**src/rtl/clken_pkg.sv**
```systemverilog
`default_nettype none
// +----------------------------------------------------------------------+
// | clken_pkg: shared state encoding and default sizing for clken_div_*  |
// | Rev 1.0                                                              |
// +----------------------------------------------------------------------+
package clken_pkg;

    typedef enum logic [0:0] {
        ST_IDLE = 1'b0,
        ST_RUN  = 1'b1
    } state_t;

    localparam int DIV_W_DEF    = 8;
    localparam int CNT_W_DEF    = 4;
    localparam int DIV_INIT_DEF = 4;

endpackage
`default_nettype wire

```
**src/rtl/clken_div_core.sv**
```systemverilog
`default_nettype none
// +----------------------------------------------------------------------+
// | clken_div_core: programmable divider emitting a one-cycle enable     |
// | Rev 1.0                                                              |
// +----------------------------------------------------------------------+
module clken_div_core
    import clken_pkg::*;
#(
    parameter int DIV_W    = DIV_W_DEF,
    parameter int DIV_INIT = DIV_INIT_DEF
) (
    input  logic             clk,
    input  logic             rst,
    input  logic             start,
    input  logic             stop,
    input  logic             mode_oneshot,
    input  logic [DIV_W-1:0] div_val,
    input  logic             div_load,
    output logic             clk_en,
    output state_t           state
);

    localparam logic [DIV_W-1:0] c_div_init = DIV_W'(DIV_INIT);

    state_t           r_state;
    logic [DIV_W-1:0] r_divcnt;
    logic [DIV_W-1:0] r_div_act;
    logic [DIV_W-1:0] r_shadow;
    logic             r_pending;
    logic             r_oneshot;
    logic             r_clk_en;
    logic             w_terminal;
    logic             w_div_boundary;

    assign w_terminal     = (r_state == ST_RUN) && (r_divcnt == r_div_act);
    // The active divisor may only change while idle or as a period completes.
    assign w_div_boundary = (r_state == ST_IDLE) || w_terminal;

    always_ff @(posedge clk or posedge rst) begin
        if (rst) begin
            r_state   <= ST_IDLE;
            r_divcnt  <= '0;
            r_div_act <= c_div_init;
            r_shadow  <= c_div_init;
            r_pending <= 1'b0;
            r_oneshot <= 1'b0;
            r_clk_en  <= 1'b0;
        end else begin
            r_clk_en <= 1'b0;

            if (div_load) begin
                r_shadow <= div_val;
                if (w_div_boundary) begin
                    r_div_act <= div_val;
                    r_pending <= 1'b0;
                end else begin
                    r_pending <= 1'b1;
                end
            end else if (r_pending && w_div_boundary) begin
                r_div_act <= r_shadow;
                r_pending <= 1'b0;
            end

            case (r_state)
                ST_IDLE: begin
                    r_divcnt <= '0;
                    if (start && !stop) begin
                        r_state   <= ST_RUN;
                        r_oneshot <= mode_oneshot;
                    end
                end
                ST_RUN: begin
                    if (stop) begin
                        r_state  <= ST_IDLE;
                        r_divcnt <= '0;
                    end else if (start) begin
                        r_divcnt  <= '0;
                        r_oneshot <= mode_oneshot;
                    end else if (w_terminal) begin
                        r_divcnt <= '0;
                        r_clk_en <= 1'b1;
                        if (r_oneshot) begin
                            r_state <= ST_IDLE;
                        end
                    end else begin
                        r_divcnt <= r_divcnt + DIV_W'(1);
                    end
                end
                default: r_state <= ST_IDLE;
            endcase
        end
    end

    assign clk_en = r_clk_en;
    assign state  = r_state;

endmodule
`default_nettype wire

```
**src/rtl/clken_div_cnt.sv**
```systemverilog
`default_nettype none
// +----------------------------------------------------------------------+
// | clken_div_cnt: programmable clock-enable generator + event counter   |
// | Rev 1.0                                                              |
// +----------------------------------------------------------------------+
module clken_div_cnt
    import clken_pkg::*;
#(
    parameter int DIV_W    = DIV_W_DEF,
    parameter int CNT_W    = CNT_W_DEF,
    parameter int DIV_INIT = DIV_INIT_DEF
) (
    input  logic             clk,
    input  logic             rst,
    input  logic             start,
    input  logic             stop,
    input  logic             mode_oneshot,
    input  logic [DIV_W-1:0] div_val,
    input  logic             div_load,
    input  logic [CNT_W-1:0] cnt_max,
    input  logic             clr_cnt,
    output logic             clk_en,
    output logic [CNT_W-1:0] syscnt,
    output logic             cnt_wrap,
    output logic             busy
);

    state_t           w_state;
    logic             w_clk_en;
    logic [CNT_W-1:0] r_syscnt;
    logic             r_cnt_wrap;

    clken_div_core #(
        .DIV_W    (DIV_W),
        .DIV_INIT (DIV_INIT)
    ) u_core (
        .clk          (clk),
        .rst          (rst),
        .start        (start),
        .stop         (stop),
        .mode_oneshot (mode_oneshot),
        .div_val      (div_val),
        .div_load     (div_load),
        .clk_en       (w_clk_en),
        .state        (w_state)
    );

    // Counts registered enables regardless of divider state, so a pulse
    // already in flight when stop arrives is still consumed.
    always_ff @(posedge clk or posedge rst) begin
        if (rst) begin
            r_syscnt   <= '0;
            r_cnt_wrap <= 1'b0;
        end else if (clr_cnt) begin
            r_syscnt   <= '0;
            r_cnt_wrap <= 1'b0;
        end else if (w_clk_en) begin
            if (r_syscnt == cnt_max) begin
                r_syscnt   <= '0;
                r_cnt_wrap <= 1'b1;
            end else begin
                r_syscnt   <= r_syscnt + CNT_W'(1);
                r_cnt_wrap <= 1'b0;
            end
        end else begin
            r_cnt_wrap <= 1'b0;
        end
    end

    assign clk_en   = w_clk_en;
    assign syscnt   = r_syscnt;
    assign cnt_wrap = r_cnt_wrap;
    assign busy     = (w_state == ST_RUN);

endmodule
`default_nettype wire

```
**config.mk**
```make
export PLATFORM = sky130hd
export DESIGN_NAME = clken_div_cnt
export DESIGN_NICKNAME = d
export VERILOG_FILES = /design/src/rtl/clken_pkg.sv /design/src/rtl/clken_div_core.sv /design/src/rtl/clken_div_cnt.sv
export SDC_FILE = /design/constraint.sdc
export NUM_CORES = 1
export LEC_CHECK = 0
export CORE_MARGIN = 10
export CORE_UTILIZATION = 25
export CTS_BUF_LIST = sky130_fd_sc_hd__clkbuf_4
export DETAILED_ROUTE_END_ITERATION = 8
export GPL_ROUTABILITY_DRIVEN = 0
export SLEW_MARGIN = 20
export SYNTH_ARGS = -nofsm -noshare
export SYNTH_HDL_FRONTEND = slang
export SYNTH_SLANG_ARGS = --single-unit
```
**constraint.sdc**
```tcl
create_clock -name clk -period 3.95 [get_ports clk]
set_input_delay 0.79 -clock clk [delete_from_list [all_inputs] [get_ports clk]]
set_output_delay 0.79 -clock clk [all_outputs]
set_load 0.01 [all_outputs]
```
==> changes_impl.md, run 1 <==
## Flow update

- Status: completed
- Total gr overflow: 0
- Vias in the first global route: approximately 950
- Root Driver: clkbuf_4
- Pre-CTS WS: approximately 1.4 ns
- DRT antenna net count: 0
- Dominant kind of cell by area: sequential cells
- GRT Util Overall: ~6%
- Synth area leaders: dfrtp_1 (52%), mux2_4 (8.0%), mux2_2 (7.5%)
- DP Cell Count: around 220
- Area share, top type: between 50% and 60%
- Slew Limit Fails: 0
- Routed length on met3: about 160 um
- Clock slew at reported path FFs: approximately 0.090 ns
- Top cells by count: dfrtp_1 (31), nor2_1 (14), xor2_1 (12), mux2_2 (10), mux2_4 (8)
- Cycle use final: 55.2%
- Ys async rst share: 100%
- Non-clock buffering overhead: between 10 and 15%
- Core Util, Final: about 32%
- Internal: about 530 uW
- M1 GR Usage: 8.36%
- Synthesis-stage register bit count: 33
- TAP cells: approximately 75
- Met2 usage: ~7.6%
- Clkbuf count: 8
- Post-CTS setup repair buffer count: 0
- Worst path top cell family by delay: buffers and inverters
- Net Count, Synth: approximately 140
- Crit path launch: div_load
- Routed len/inst: roughly 12 um
- Clk pwr: 197 uW
- Rows: 28
- Antenna Cells: 0
- Post-synth cell types: 27
- Share of power burned in registers: a little under three fifths
- DRT iter0 DRCs: between 50 and 60
- Mux share: 15.5%
- Hold path start: u_core.r_shadow[6]$_DFFE_PP0P_
- Mean post-synth cell area: 12.3 um2
- M1 wire length: between 1500 and 2000 um
- Hold Path Class: flip-flop to flip-flop
- Switching Fraction: about a quarter
- Port Buf Inserts: 25
- Met2 wire length: 1080 um
- Synth top cell by count: dfrtp_1
- Fillers: around 600
- Adder Share, Synth: under 10%
- Worst setup SP type: input port
- Setup tns final: 0 ns
- Post-detail-place hpwl: approximately 2100 um
- Synthesized cell area: roughly 1500 um2
- Yosys cell count: between 100 and 150
- Final hold vios: 0
- Largest net degree at the start of global routing: 34
- Nets: roughly 170
- Fin Hold WS: 0.511 ns
- Logic share of the area: roughly a third
- Area leader, netlist: dfrtp_1
- Main flop type: dfrtp_1
- Vias per inst: ~4
- Slew HR: between 60% and 70%
- Highest-delay cell along the critical path: clkdlybuf4s50_1
- Crit path max fanout: 9
- Yosys chip area: 1500 um2
- Top cell excl fill/tap: dfrtp_1
- Share of total power in the clock network: between 20% and 30%
- Worst setup path end: u_core.r_div_act[6]$_DFFE_PP0P_
- RSZ-0062 raised after global routing: no
- Overall Power: between 600 and 700 uW
- Leakage: between 0.0008 and 0.0009 uW
- Combinational gate count: 84
- CORE AREA: just under 6000 um2
- Initial antenna violation count: 0
- Worst r2r path cells: 5
- Worst path cell trace: clkdlybuf4s50_1 > nor2_1 > a21o_1 > mux2_4
- Setup CP Type: input port to flip-flop
- Simple Share, Synth: about an eighth
- Skew-Pair Late Insertion Delay: approximately 0.32 ns
- EDFF count, synth: 0
- Die Size: around 9500 um2
- Die height: between 90 and 100 um
- Worst Path Arrival: 2.40 ns
- Final min period: approximately 2.2 ns
- Fin cells: approximately 230
- First-pass GRT wire length: about 4700 um
- Fp util: between 20% and 30%
- Xor+xnor area frac: 10.5%
- Post-CTS Hold Buffers: 0
run_1/sizes.png
Scale: 4 px per um.
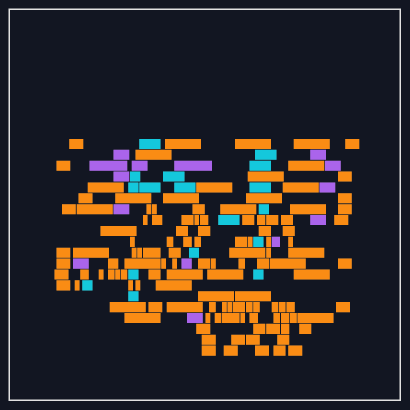
Purple is _2 cells, cells 14, share 9.1%, most used mux2_2. Cyan is _3 and _4 cells, cells 17, share 11%. Orange is _0 and _1 cells, cells 123, share 80%, most used dfrtp_1.
final worst slack: 1.77 ns
fin area: 1890 um2
Non-CTS buffers: 26
Area Growth Syn to Fin: 26.5%

run_1/flops_by_reg.png
Scale: 4 px per um. Other sequential cells in the stronger gray, the rest of the logic in the fainter gray.
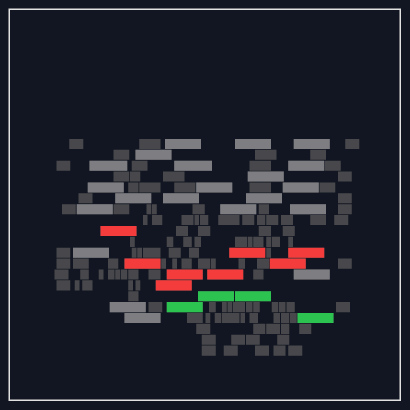
Green is syscnt, sequential cells 4, where bottom middle. Red is u_core.r_divcnt, sequential cells 8.
flop share of the area: 43.7%
FF+latch area: 828 um2
Seq group: 389 uW

run_1/layer_met3.png
Scale: 3 px per um.
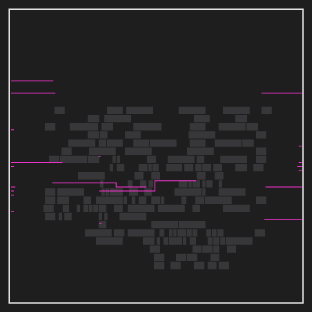
17 nets have wire on it. The layer carries 158 um of wire. The layer holds 5.6% of the routed length.
met3 Resource Use GR: 2.84%
wirelength, routed: 2830 um
via count: 928

run_1/placement_by_type.png
Scale: 4 px per um.
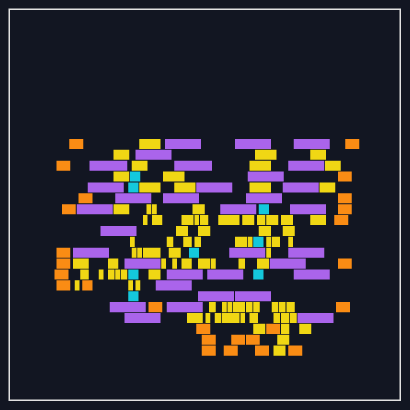

==> run 2, diff against run 1 <==
==> constraint.sdc (replaced) <==
create_clock -name clk -period 2.21 [get_ports clk]
set_input_delay 0.442 -clock clk [delete_from_list [all_inputs] [get_ports clk]]
set_output_delay 0.442 -clock clk [all_outputs]
set_load 0.01 [all_outputs]
run_2/placement_by_type.png
Scale: 4 px per um.
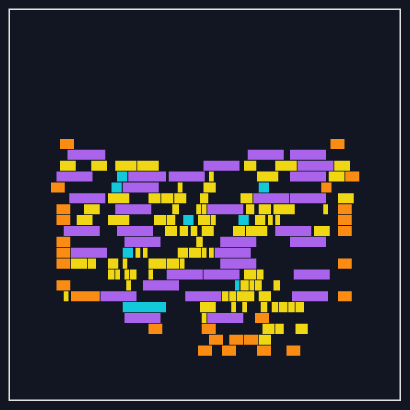
Yellow is combinational and other logic, cells 87, share of their area 36%. Cyan is clock drivers and dummy loads, cells 8, share of their area 4.3%. Orange is other buffers and delay cells, cells 27, share of their area 15%. Purple is flops, cells 33, share of their area 45%.
flop share of the area: 42.8%
Rows: 28

==> run 2 against run 1 <==
Die area unchanged. Cell count increased by 0.44%. Combinational power is 84% higher. Worst hold slack got worse by 0.063 ns. Clock power increased by 120%. Via count up 1.3%. Count of clock-buffer cells in the layout fell by 2. Critical path type is now flip-flop to flip-flop.
==> changes_impl.md, run 2 <==
## Flow update

- Overall Power: 1320 uW (was 687 uW)
- Worst path top cell family by delay: simple AND/OR/NAND/NOR gates (was buffers and inverters)
- Clk pwr: 441 uW (was 197 uW)
- Setup CP Type: flip-flop to flip-flop (was input port to flip-flop)
- Clkbuf count: 6 (was 8)
- DRT iter0 DRCs: 22 (was 53)
- M1 GR Usage: 8.54% (was 8.36%)
- Area Growth Syn to Fin: 29.1% (was 26.5%)
- Post-synth cell types: 27 (unchanged)
- Cycle use final: 89.8%
- Dominant kind of cell by area: sequential cells (unchanged)
- Met3 Resource Use GR: 2.70% (was 2.84%)
- Share of power burned in registers: 52.5% (was 56.6%)
- Die height: 97.4 um (unchanged)
- Main flop type: dfrtp_1 (unchanged)
- Non-clock buffering overhead: 14.4% (was 13.6%)
- Ys async rst share: 100% (unchanged)
- Final min period: just under 2 ns
- Crit path max fanout: 8 (was 9)
- Mux share: 15.5% (unchanged)
- Synth area leaders: dfrtp_1 (52%), mux2_4 (8.0%), mux2_2 (7.5%) (unchanged)
- Routed len/inst: 12.0 um (was 12.3 um)
- Slew HR: 67.2% (was 67.8%)
- Worst setup SP type: flip-flop (was input port)
- Port Buf Inserts: 25 (unchanged)
- Final hold vios: 0 (unchanged)
- Highest-delay cell along the critical path: dfrtp_1 (was clkdlybuf4s50_1)
- Skew-Pair Late Insertion Delay: 0.32 ns (about the same)
- Area leader, netlist: dfrtp_1 (unchanged)
- Antenna Cells: 0 (unchanged)
- First-pass GRT wire length: 5020 um (was 4690 um)
- Wirelength, routed: 2750 um (was 2830 um)
- GRT Util Overall: 6.39% (was 6.18%)
- RSZ-0062 raised after global routing: no (unchanged)
- Slew Limit Fails: 0 (unchanged)
- Largest net degree at the start of global routing: 34 (unchanged)
- FF+latch area: 828 um2 (unchanged)
- Leakage: 0.000828 uW (was 0.000812 uW)
- Share of total power in the clock network: 33.4% (was 28.6%)
- Fin area: 1930 um2 (was 1890 um2)
- Pre-CTS WS: 0.190 ns (was 1.42 ns)
- Synthesized cell area: 1500 um2 (unchanged)
- Routed length on met3: 149 um (was 158 um)
- Die Size: 9490 um2 (unchanged)
- Root Driver: clkbuf_4 (unchanged)
- Fillers: 619 (was 612)
- Yosys chip area: 1500 um2 (unchanged)
- Status: completed (unchanged)
- Post-CTS Hold Buffers: 0 (unchanged)
- Non-CTS buffers: 27 (was 26)
- TAP cells: 75 (unchanged)
- Initial antenna violation count: 0 (unchanged)
- Mean post-synth cell area: 12.3 um2 (unchanged)
- Fp util: 25.4% (unchanged)
- Fin cells: 230 (was 229)
- Xor+xnor area frac: 10.5% (unchanged)
- Met2 wire length: 1110 um (was 1080 um)
- Yosys cell count: 122 (unchanged)
- Nets: 175 (was 174)
- EDFF count, synth: 0 (unchanged)
- Hold Path Class: input port to asynchronous set/reset pin (was flip-flop to flip-flop)
- Combinational gate count: 84 (unchanged)
- Simple Share, Synth: 13.0% (unchanged)
- Worst setup path end: u_core.r_div_act[1]$_DFFE_PP0P_ (was u_core.r_div_act[6]$_DFFE_PP0P_)
- DRT antenna net count: 0 (unchanged)
- Clock slew at reported path FFs: 0.10 ns (was 0.09 ns)
- Worst r2r path cells: 5 (unchanged)
run_2/flops_by_reg.png
Scale: 4 px per um. Other sequential cells in the stronger gray, the rest of the logic in the fainter gray.
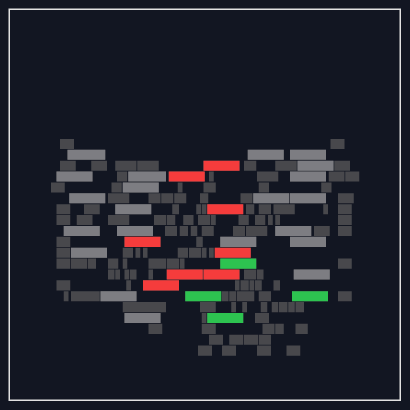
Green is syscnt, sequential cells 4, where bottom middle. Red is u_core.r_divcnt, sequential cells 8.
Another 21 sequential cells are not colored.
Core Util, Final: 32.8%
Seq group: 693 uW

Power figures rest on the tool's default switching activity, not on a simulated workload.
